Fig. 1: floorplan with the power grid
Drawn at 3 px/um. Pins as bars on the die edge.
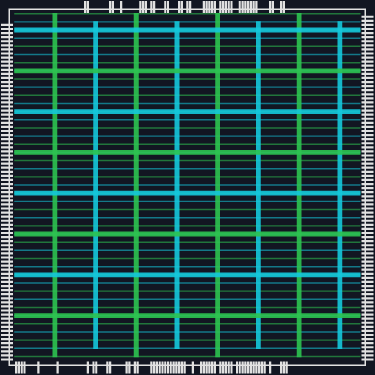
Fig. 2: cell classes on the final placement
Drawn at 2 px/um. Fill, decap, tap and diode cells in grey.
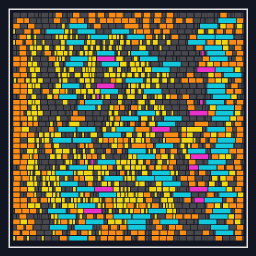
Fig. 3: clock network drawn from the DEF
Drawn at 4 px/um.
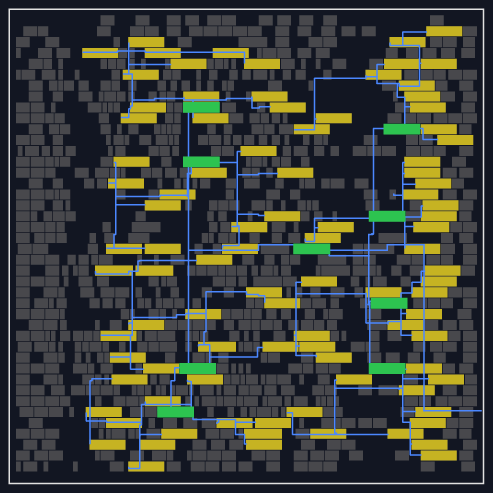
Fig. 4: metal layers overlaid
Drawn at 3 px/um. Two of the layers only.
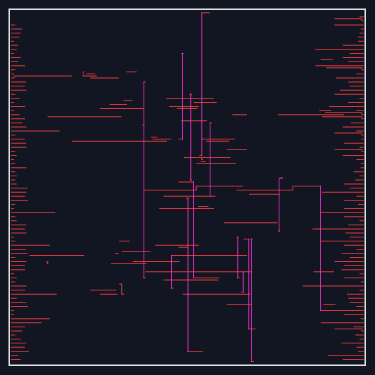
<file path="src/rtl/fetch_stage_if.sv">
// rtl/fetch_stage_if.sv - instruction-memory request/response bus between fetch stage and imem
interface fetch_stage_if;
    logic        imem_req;
    logic [31:0] imem_addr;
    logic [31:0] imem_rdata;
    logic        imem_ready;

    modport master (
        output imem_req,
        output imem_addr,
        input  imem_rdata,
        input  imem_ready
    );

    modport slave (
        input  imem_req,
        input  imem_addr,
        output imem_rdata,
        output imem_ready
    );
endinterface

</file>
<file path="src/rtl/fetch_stage.sv">
// rtl/fetch_stage.sv - instruction fetch stage: PC, redirect select, IF/ID pipeline register
module fetch_stage #(
    parameter logic [31:0] RESET_PC = 32'h0000_0000,
    parameter logic [31:0] NOP_WORD = 32'h0000_0000
) (
    input  logic                clk,
    input  logic                rst_n,
    fetch_stage_if.master       imem,
    input  logic                stall,
    input  logic                flush,
    input  logic                branch_taken,
    input  logic [31:0]         branch_target,
    input  logic                jump,
    input  logic [25:0]         jump_target,
    input  logic                jump_reg,
    input  logic [31:0]         jump_reg_addr,
    output logic [31:0]         pc,
    output logic [31:0]         if_id_instruct,
    output logic [31:0]         if_id_pc4,
    output logic                if_id_valid
);

    typedef enum logic {
        BOOT  = 1'b0,
        FETCH = 1'b1
    } state_t;

    state_t      state;
    state_t      state_next;
    logic        req;
    logic        redirect;
    logic [31:0] target_raw;
    logic [31:0] target;
    logic [31:0] pc_plus4;
    logic        fetching;

    // State register; reset parks the stage in BOOT for one cycle.
    always_ff @(posedge clk or negedge rst_n) begin
        if (!rst_n) begin
            state <= BOOT;
        end else begin
            state <= state_next;
        end
    end

    // Next-state and request decode; FETCH is absorbing until reset.
    always_comb begin
        state_next = state;
        req        = 1'b0;
        case (state)
            BOOT: begin
                state_next = FETCH;
            end
            FETCH: begin
                req = 1'b1;
            end
            default: begin
                state_next = BOOT;
            end
        endcase
    end

    assign imem.imem_req  = req;
    assign imem.imem_addr = pc;
    assign pc_plus4       = pc + 32'd4;
    assign fetching       = (state == FETCH);

    // Redirect target select: jump_reg beats jump beats branch; targets are word aligned.
    always_comb begin
        redirect   = jump_reg | jump | branch_taken;
        target_raw = branch_target;
        if (jump_reg) begin
            target_raw = jump_reg_addr;
        end else if (jump) begin
            target_raw = {if_id_pc4[31:28], jump_target, 2'b00};
        end
        target = target_raw & 32'hFFFF_FFFC;
    end

    // PC and IF/ID update; a redirect squashes the word in flight regardless of stall/ready.
    always_ff @(posedge clk or negedge rst_n) begin
        if (!rst_n) begin
            pc             <= RESET_PC;
            if_id_instruct <= NOP_WORD;
            if_id_pc4      <= 32'h0;
            if_id_valid    <= 1'b0;
        end else if (fetching) begin
            if (redirect) begin
                pc             <= target;
                if_id_instruct <= NOP_WORD;
                if_id_valid    <= 1'b0;
            end else begin
                if (!stall && imem.imem_ready) begin
                    pc <= pc_plus4;
                end
                if (flush || (!stall && !imem.imem_ready)) begin
                    if_id_instruct <= NOP_WORD;
                    if_id_valid    <= 1'b0;
                end else if (!stall) begin
                    if_id_instruct <= imem.imem_rdata;
                    if_id_pc4      <= pc_plus4;
                    if_id_valid    <= 1'b1;
                end
            end
        end
    end

endmodule
</file>
<file path="src/flat_wrapper.sv">
// flat-port wrapper written by rule: the top's interface ports become plain ports
module fetch_stage_flat 
#(
    parameter logic [31:0] RESET_PC = 32'h0000_0000,
    parameter logic [31:0] NOP_WORD = 32'h0000_0000
)
  (clk, rst_n, stall, flush, branch_taken, branch_target, jump, jump_target, jump_reg, jump_reg_addr, pc, if_id_instruct, if_id_pc4, if_id_valid, imem_imem_req, imem_imem_addr, imem_imem_rdata, imem_imem_ready);
  fetch_stage_if imem_i ();
  input  logic clk;
  input  logic rst_n;
  input  logic stall;
  input  logic flush;
  input  logic branch_taken;
  input  logic [31:0] branch_target;
  input  logic jump;
  input  logic [25:0] jump_target;
  input  logic jump_reg;
  input  logic [31:0] jump_reg_addr;
  output logic [31:0] pc;
  output logic [31:0] if_id_instruct;
  output logic [31:0] if_id_pc4;
  output logic if_id_valid;
  output wire logic [$bits(imem_i.imem_req)-1:0] imem_imem_req;
  output wire logic [$bits(imem_i.imem_addr)-1:0] imem_imem_addr;
  input wire logic [$bits(imem_i.imem_rdata)-1:0] imem_imem_rdata;
  input wire logic [$bits(imem_i.imem_ready)-1:0] imem_imem_ready;
  assign imem_imem_req = imem_i.imem_req;
  assign imem_imem_addr = imem_i.imem_addr;
  assign imem_i.imem_rdata = imem_imem_rdata;
  assign imem_i.imem_ready = imem_imem_ready;
  fetch_stage #(.RESET_PC(RESET_PC), .NOP_WORD(NOP_WORD)) u_core (.clk(clk), .rst_n(rst_n), .imem(imem_i), .stall(stall), .flush(flush), .branch_taken(branch_taken), .branch_target(branch_target), .jump(jump), .jump_target(jump_target), .jump_reg(jump_reg), .jump_reg_addr(jump_reg_addr), .pc(pc), .if_id_instruct(if_id_instruct), .if_id_pc4(if_id_pc4), .if_id_valid(if_id_valid));
endmodule
</file>
<file path="config.mk">
export PLATFORM = sky130hd
export DESIGN_NAME = fetch_stage_flat
export DESIGN_NICKNAME = d
export VERILOG_FILES = /design/src/rtl/fetch_stage_if.sv /design/src/rtl/fetch_stage.sv /design/src/flat_wrapper.sv
export SDC_FILE = /design/constraint.sdc
export NUM_CORES = 1
export LEC_CHECK = 0
export CORE_UTILIZATION = 42
export DETAILED_ROUTE_END_ITERATION = 7
export PLACE_DENSITY = 0.77
export SETUP_SLACK_MARGIN = 0.2
export SYNTH_ARGS = -nofsm -noshare
export SYNTH_HDL_FRONTEND = slang
export SYNTH_SLANG_ARGS = --single-unit
</file>
<file path="constraint.sdc">
create_clock -name clk -period 2.65 [get_ports clk]
set_clock_uncertainty 0.2 [all_clocks]
set_input_delay 0.53 -clock clk [delete_from_list [all_inputs] [get_ports clk]]
set_output_delay 0.53 -clock clk [all_outputs]
set_load 0.02 [all_outputs]
</file>
==> impl_metrics.env <==
# yosys + openroad results
export IMPL_clock_sinks=94
export IMPL_final_antenna_net_count=0
export IMPL_maxPowerGroup="registers"
export IMPL_synthFlopType="dfrtp_1"
export IMPL_synthAdderAreaFrac_pct=0.221
export IMPL_comb_cell_share_pct=32.1
export IMPL_grt_use_met3_pct=4.20
export IMPL_pg_seq_mw=1.76
export IMPL_synth_distinct_cells=64
export IMPL_outcome="finished, final reports clean"
export IMPL_path_cells="ha_2 > nand4_2 > or4_1 > buf_4 > or3_1 > a31oi_1"
export IMPL_antenna_found_initial=0
export IMPL_slew_violations=0
export IMPL_finalHoldWorstSlack_ns=0.0206
export IMPL_r2r_cells=6
export IMPL_cts_made_buffers=9
export IMPL_worstPathMaxFanout=9
export IMPL_flop_count=94
export IMPL_r2r_end="u_core.if_id_pc4[28]"
export IMPL_hold_class="input port to async pin"
Back to the opening pictures, Fig. 1:
legend:
  green:
    net: VSS
  cyan:
    net: VDD
met1 rails: 43
signal pins: 260
Die X: 118 um
die height: 118 um
placeable core area: 13,200 um^2
maximum VDD drop: 0.303 mV

Back to the opening pictures, Fig. 2:
legend:
  cyan:
    class: registers
    cells: 94
    share_of_their_area: 28%
  orange:
    class: remaining buffers and delay cells
    cells: 303
    share_of_their_area: 35%
  magenta:
    class: clock drivers and dummy loads
    cells: 15
    share_of_their_area: 3.2%
  yellow:
    class: remaining logic cells
    cells: 441
    share_of_their_area: 33%
fin util: 65.5%
Seq area share: 27.3%

Back to the opening pictures, Fig. 3:
legend:
  blue:
    item: clock wires
    length: 1,160 um
  green:
    item: clock-net drivers
    count: 9
  yellow:
    item: flip-flops
    count: 94
flops lie: all over the die
routed clock nets: 10
clk_lat worst skew: 0.34 ns
Clock Power Share: 25.9%

Back to the opening pictures, Fig. 4:
legend:
  magenta:
    layer: M4
    wire_length: 440 um
  red:
    layer: M3
    wire_length: 1,450 um
All-Layer GR Usage: 27.6%
final WL: 19,200 um

Power figures rest on the tool's default switching activity, not on a simulated workload.
